### config.mk
export PLATFORM = sky130hd
export DESIGN_NAME = fpu_arbiter
export DESIGN_NICKNAME = d
export VERILOG_FILES = /design/src/rtl/fpu_arbiter.sv
export SDC_FILE = /design/constraint.sdc
export NUM_CORES = 1
export LEC_CHECK = 0
export ABC_AREA = 0
export CAP_MARGIN = 40
export CELL_PAD_IN_SITES_DETAIL_PLACEMENT = 1
export CELL_PAD_IN_SITES_GLOBAL_PLACEMENT = 2
export CORE_MARGIN = 2
export CORE_UTILIZATION = 20
export CTS_CLUSTER_SIZE = 25
export DETAILED_ROUTE_END_ITERATION = 6
export PLACE_DENSITY = 0.86
export SETUP_SLACK_MARGIN = 0.05
export SLEW_MARGIN = 20
export SYNTH_ARGS = -nofsm -noshare
export SYNTH_HDL_FRONTEND = slang
export SYNTH_SLANG_ARGS = --single-unit
### constraint.sdc
create_clock -name clock_100KHz -period 1.95 [get_ports clock_100KHz]
set_input_delay 0.195 -clock clock_100KHz [delete_from_list [all_inputs] [get_ports clock_100KHz]]
set_output_delay 0.195 -clock clock_100KHz [all_outputs]
set_load 0.02 [all_outputs]
### src/rtl/fpu_arbiter.sv
// Two-requester round-robin front end for the custom-float FPU: launches one
// operation at a time, waits for completion status, and routes the result back.
module fpu_arbiter #(
  parameter int unsigned TIMEOUT_CYCLES = 64
) (
  input  logic        clock_100KHz,
  input  logic        reset,

  input  logic        req0_valid,
  input  logic [31:0] req0_op_a,
  input  logic [31:0] req0_op_b,
  output logic        req0_ready,

  input  logic        req1_valid,
  input  logic [31:0] req1_op_a,
  input  logic [31:0] req1_op_b,
  output logic        req1_ready,

  output logic        rsp0_valid,
  output logic [31:0] rsp0_data,
  output logic [3:0]  rsp0_status,
  output logic        rsp0_timeout,

  output logic        rsp1_valid,
  output logic [31:0] rsp1_data,
  output logic [3:0]  rsp1_status,
  output logic        rsp1_timeout,

  output logic [31:0] fpu_op_a,
  output logic [31:0] fpu_op_b,
  output logic        fpu_start,
  input  logic [31:0] fpu_data,
  input  logic [3:0]  fpu_status,

  output logic        busy
);

  typedef enum logic [1:0] {StIdle, StIssue, StWait, StResp} state_e;

  localparam logic [7:0] TimeoutCnt = 8'(TIMEOUT_CYCLES);

  state_e      state_q;
  logic        owner_q;
  logic        last_q;
  logic [7:0]  wdog_q, wdog_d;
  logic        expire;

  logic [31:0] fpu_op_a_q, fpu_op_b_q;
  logic        fpu_start_q;
  logic        busy_q;

  logic        rsp0_valid_q, rsp1_valid_q;
  logic [31:0] rsp0_data_q, rsp1_data_q;
  logic [3:0]  rsp0_status_q, rsp1_status_q;
  logic        rsp0_timeout_q, rsp1_timeout_q;

  logic        grant;
  logic        accept;
  logic        handshake;

  always_comb begin
    grant = 1'b0;
    // On contention, the requester not granted last wins.
    if (req0_valid && req1_valid) begin
      grant = ~last_q;
    end else if (req1_valid) begin
      grant = 1'b1;
    end
    accept     = (state_q == StIdle) && reset;
    req0_ready = accept && req0_valid && !grant;
    req1_ready = accept && req1_valid && grant;
    handshake  = req0_ready || req1_ready;
    wdog_d     = wdog_q + 8'd1;
    expire     = (wdog_d == TimeoutCnt);
  end

  always_ff @(posedge clock_100KHz) begin
    if (!reset) begin
      state_q        <= StIdle;
      owner_q        <= 1'b0;
      last_q         <= 1'b1;
      wdog_q         <= 8'd0;
      fpu_op_a_q     <= 32'd0;
      fpu_op_b_q     <= 32'd0;
      fpu_start_q    <= 1'b0;
      busy_q         <= 1'b0;
      rsp0_valid_q   <= 1'b0;
      rsp0_data_q    <= 32'd0;
      rsp0_status_q  <= 4'd0;
      rsp0_timeout_q <= 1'b0;
      rsp1_valid_q   <= 1'b0;
      rsp1_data_q    <= 32'd0;
      rsp1_status_q  <= 4'd0;
      rsp1_timeout_q <= 1'b0;
    end else begin
      fpu_start_q  <= 1'b0;
      rsp0_valid_q <= 1'b0;
      rsp1_valid_q <= 1'b0;
      case (state_q)
        StIdle: begin
          if (handshake) begin
            fpu_op_a_q  <= grant ? req1_op_a : req0_op_a;
            fpu_op_b_q  <= grant ? req1_op_b : req0_op_b;
            owner_q     <= grant;
            fpu_start_q <= 1'b1;
            busy_q      <= 1'b1;
            state_q     <= StIssue;
          end
        end
        StIssue: begin
          // Status seen here may belong to the previous operation.
          wdog_q  <= 8'd0;
          state_q <= StWait;
        end
        StWait: begin
          if (fpu_status != 4'd0 || expire) begin
            if (owner_q) begin
              rsp1_valid_q   <= 1'b1;
              rsp1_data_q    <= (fpu_status != 4'd0) ? fpu_data : 32'd0;
              rsp1_status_q  <= fpu_status;
              rsp1_timeout_q <= (fpu_status == 4'd0);
            end else begin
              rsp0_valid_q   <= 1'b1;
              rsp0_data_q    <= (fpu_status != 4'd0) ? fpu_data : 32'd0;
              rsp0_status_q  <= fpu_status;
              rsp0_timeout_q <= (fpu_status == 4'd0);
            end
            state_q <= StResp;
          end else begin
            wdog_q <= wdog_d;
          end
        end
        StResp: begin
          last_q  <= owner_q;
          busy_q  <= 1'b0;
          state_q <= StIdle;
        end
        default: state_q <= StIdle;
      endcase
    end
  end

  assign fpu_op_a     = fpu_op_a_q;
  assign fpu_op_b     = fpu_op_b_q;
  assign fpu_start    = fpu_start_q;
  assign busy         = busy_q;
  assign rsp0_valid   = rsp0_valid_q;
  assign rsp0_data    = rsp0_data_q;
  assign rsp0_status  = rsp0_status_q;
  assign rsp0_timeout = rsp0_timeout_q;
  assign rsp1_valid   = rsp1_valid_q;
  assign rsp1_data    = rsp1_data_q;
  assign rsp1_status  = rsp1_status_q;
  assign rsp1_timeout = rsp1_timeout_q;

endmodule

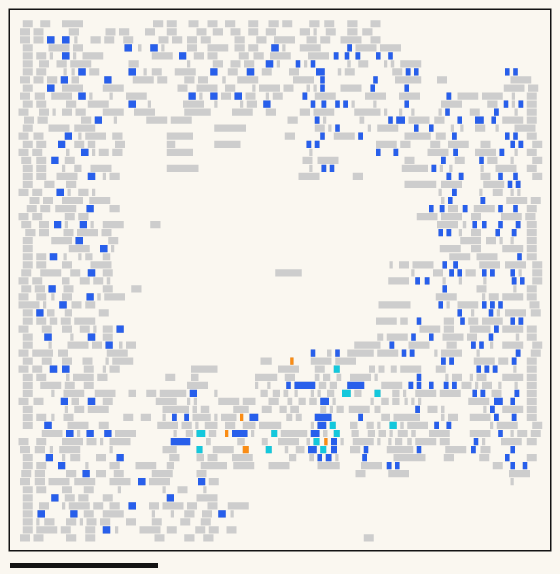
(images/logic_types.png)
The bar under the picture is 50 um long.
- cyan: AND and OR gates (cells 12)
- blue: inverting AOI/OAI gates (cells 231; where spread over the die)
- orange: inverters (cells 5; where bottom center)

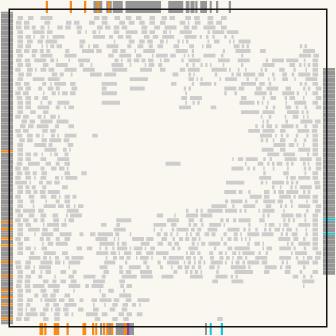
(images/io_placement.png)
Pins as bars across the die edge, other pins in gray.
- cyan: `rsp1_status` (pins 4; direction output; edge 2 bottom, 2 right)
- purple: `reset` (pins 1; direction input; edge bottom)
- orange: `req1_op_b` (pins 32; direction input; edge 16 bottom, 11 left, 5 top)
- all pins by edge: 133 left, 88 right, 60 top, 31 bottom

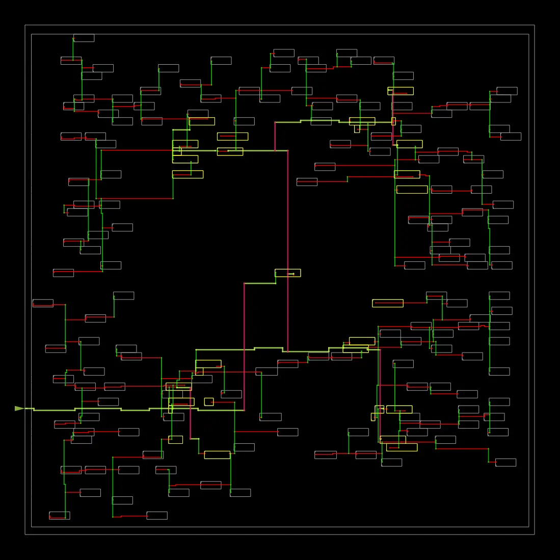
(images/clocks.png)
clk sinks: 154
Worst Skew: 0.0140 ns
Clock Latency Late Sink: 0.43 ns

==> impl_metrics.py <==
# Metrics from the implementation run
metrics = {
    "run_status": {
        "status": "completed",
    },
    "worst_setup_path": {
        "cp_top_family": "AND-OR/OR-AND gates",
        "worstPathCellList": "ha_4, nand4_1, o32ai_2, buf_4, a21oi_4, buf_12, o21ai_0, a21oi_1",
        "worstPathBufferInverterCount": 2,
        "slowest_stage": "dfxtp_2",
        "end_kind": "flop",
    },
    "sta": {
        "drv_slew": 0,
        "timing.final.ws_setup_ns": 0.0879,
        "tightest_slew_ns": 0.457,
    },
    "route": {
        "vias": 6552,
        "dr_wl_met3_um": 2470,
    },
    "finish": {
        "post-route-util_pct": 34.7,
        "final.fill_count": 3622,
        "design_area_um2": 10900,
    },
    "min_path": {
        "whs_path_depth": 3,
    },
    "power_and_ir_drop": {
        "power_mw": 12.0,
    },
    "synth": {
        "syn_area_per_cell_um2": 8.84,
        "ys.flop_type": "dfxtp_1",
        "mux_share_pct": 10.5,
        "synth_nets": 897,
        "common_cells": "dfxtp_1 (154), nand2_1 (85), a21oi_1 (79)",
        "edf_count": 0,
    },
    "floorplanning": {
        "die-area_um2": 33400,
    },
    "placement": {
        "place_congestion": 0.781,
    },
    "cts": {
        "root_buffer": "clkbuf_16",
    },
}
-- power by group --
group          internal (mW)  switching, mW
Clock                   2.31           1.43
Sequential              3.69          0.304
Combinational           1.98           2.25
-- logic make-up (layout without fill, tap and decap cells) --
group,count (synthesis),in the layout
other,0,1
AND/OR/NAND/NOR,191,191
multiplexers,67,67
AND-OR/OR-AND,237,237
flip-flops,154,154
adder cells (fa/ha/maj),6,6
buffers and inverters,68,397
-- cell usage in the layout (no fill, tap or decap), types with 3 or more instances in the layout --
cell type / instances
a211oi_1: 64
a21oi_1: 78
a31oi_1: 3
and2_1: 3
and3_1: 3
buf_12: 13
buf_4: 38
bufinv_16: 5
clkbuf_1: 3
clkbuf_16: 17
clkdlybuf4s50_1: 309
dfxtp_1: 151
dfxtp_2: 3
ha_1: 3
inv_1: 4
inv_6: 3
mux2i_1: 66
nand2_1: 85
nand2b_1: 3
nand3_1: 8
nor2_1: 74
o21ai_0: 20
o21ai_1: 51
o21ai_2: 5
-- per-stage QoR --
stage                     cells  setup TNS (ns)
after floorplan             723               0
after global placement     1420           -6.69
after detailed placement   1420          -11.91
after CTS                  1452               0
after global routing       1455               0
final                      1455               0
-- per-layer routing --
layer | global-route usage, % | up-vias
met5 | 0 | -
met4 | 4.22 | 0
met3 | 6.59 | 19
met2 | 24.7 | 257
met1 | 16.9 | 3085
li1 | - | 3191
-- area by class of cell --
class,instances,area share [%]
Multi-Input combinational cell,501,27.8
Timing Repair Buffer,361,33.3
Antenna cell,1,0.0229
Inverter,5,0.194
Tap cell,402,4.60
Sequential cell,154,28.2
Clock inverter,10,1.73
Clock buffer,21,4.12
-- repair_timing --
item                                    4_1_cts  5_1_grt
resized                                       6       60
setup buffers                                 1        2
pin swaps                                     1        3
hold buffers                                  0        0
endpoints found under the setup margin       74       80
Power is estimated from default activity; no workload was simulated.
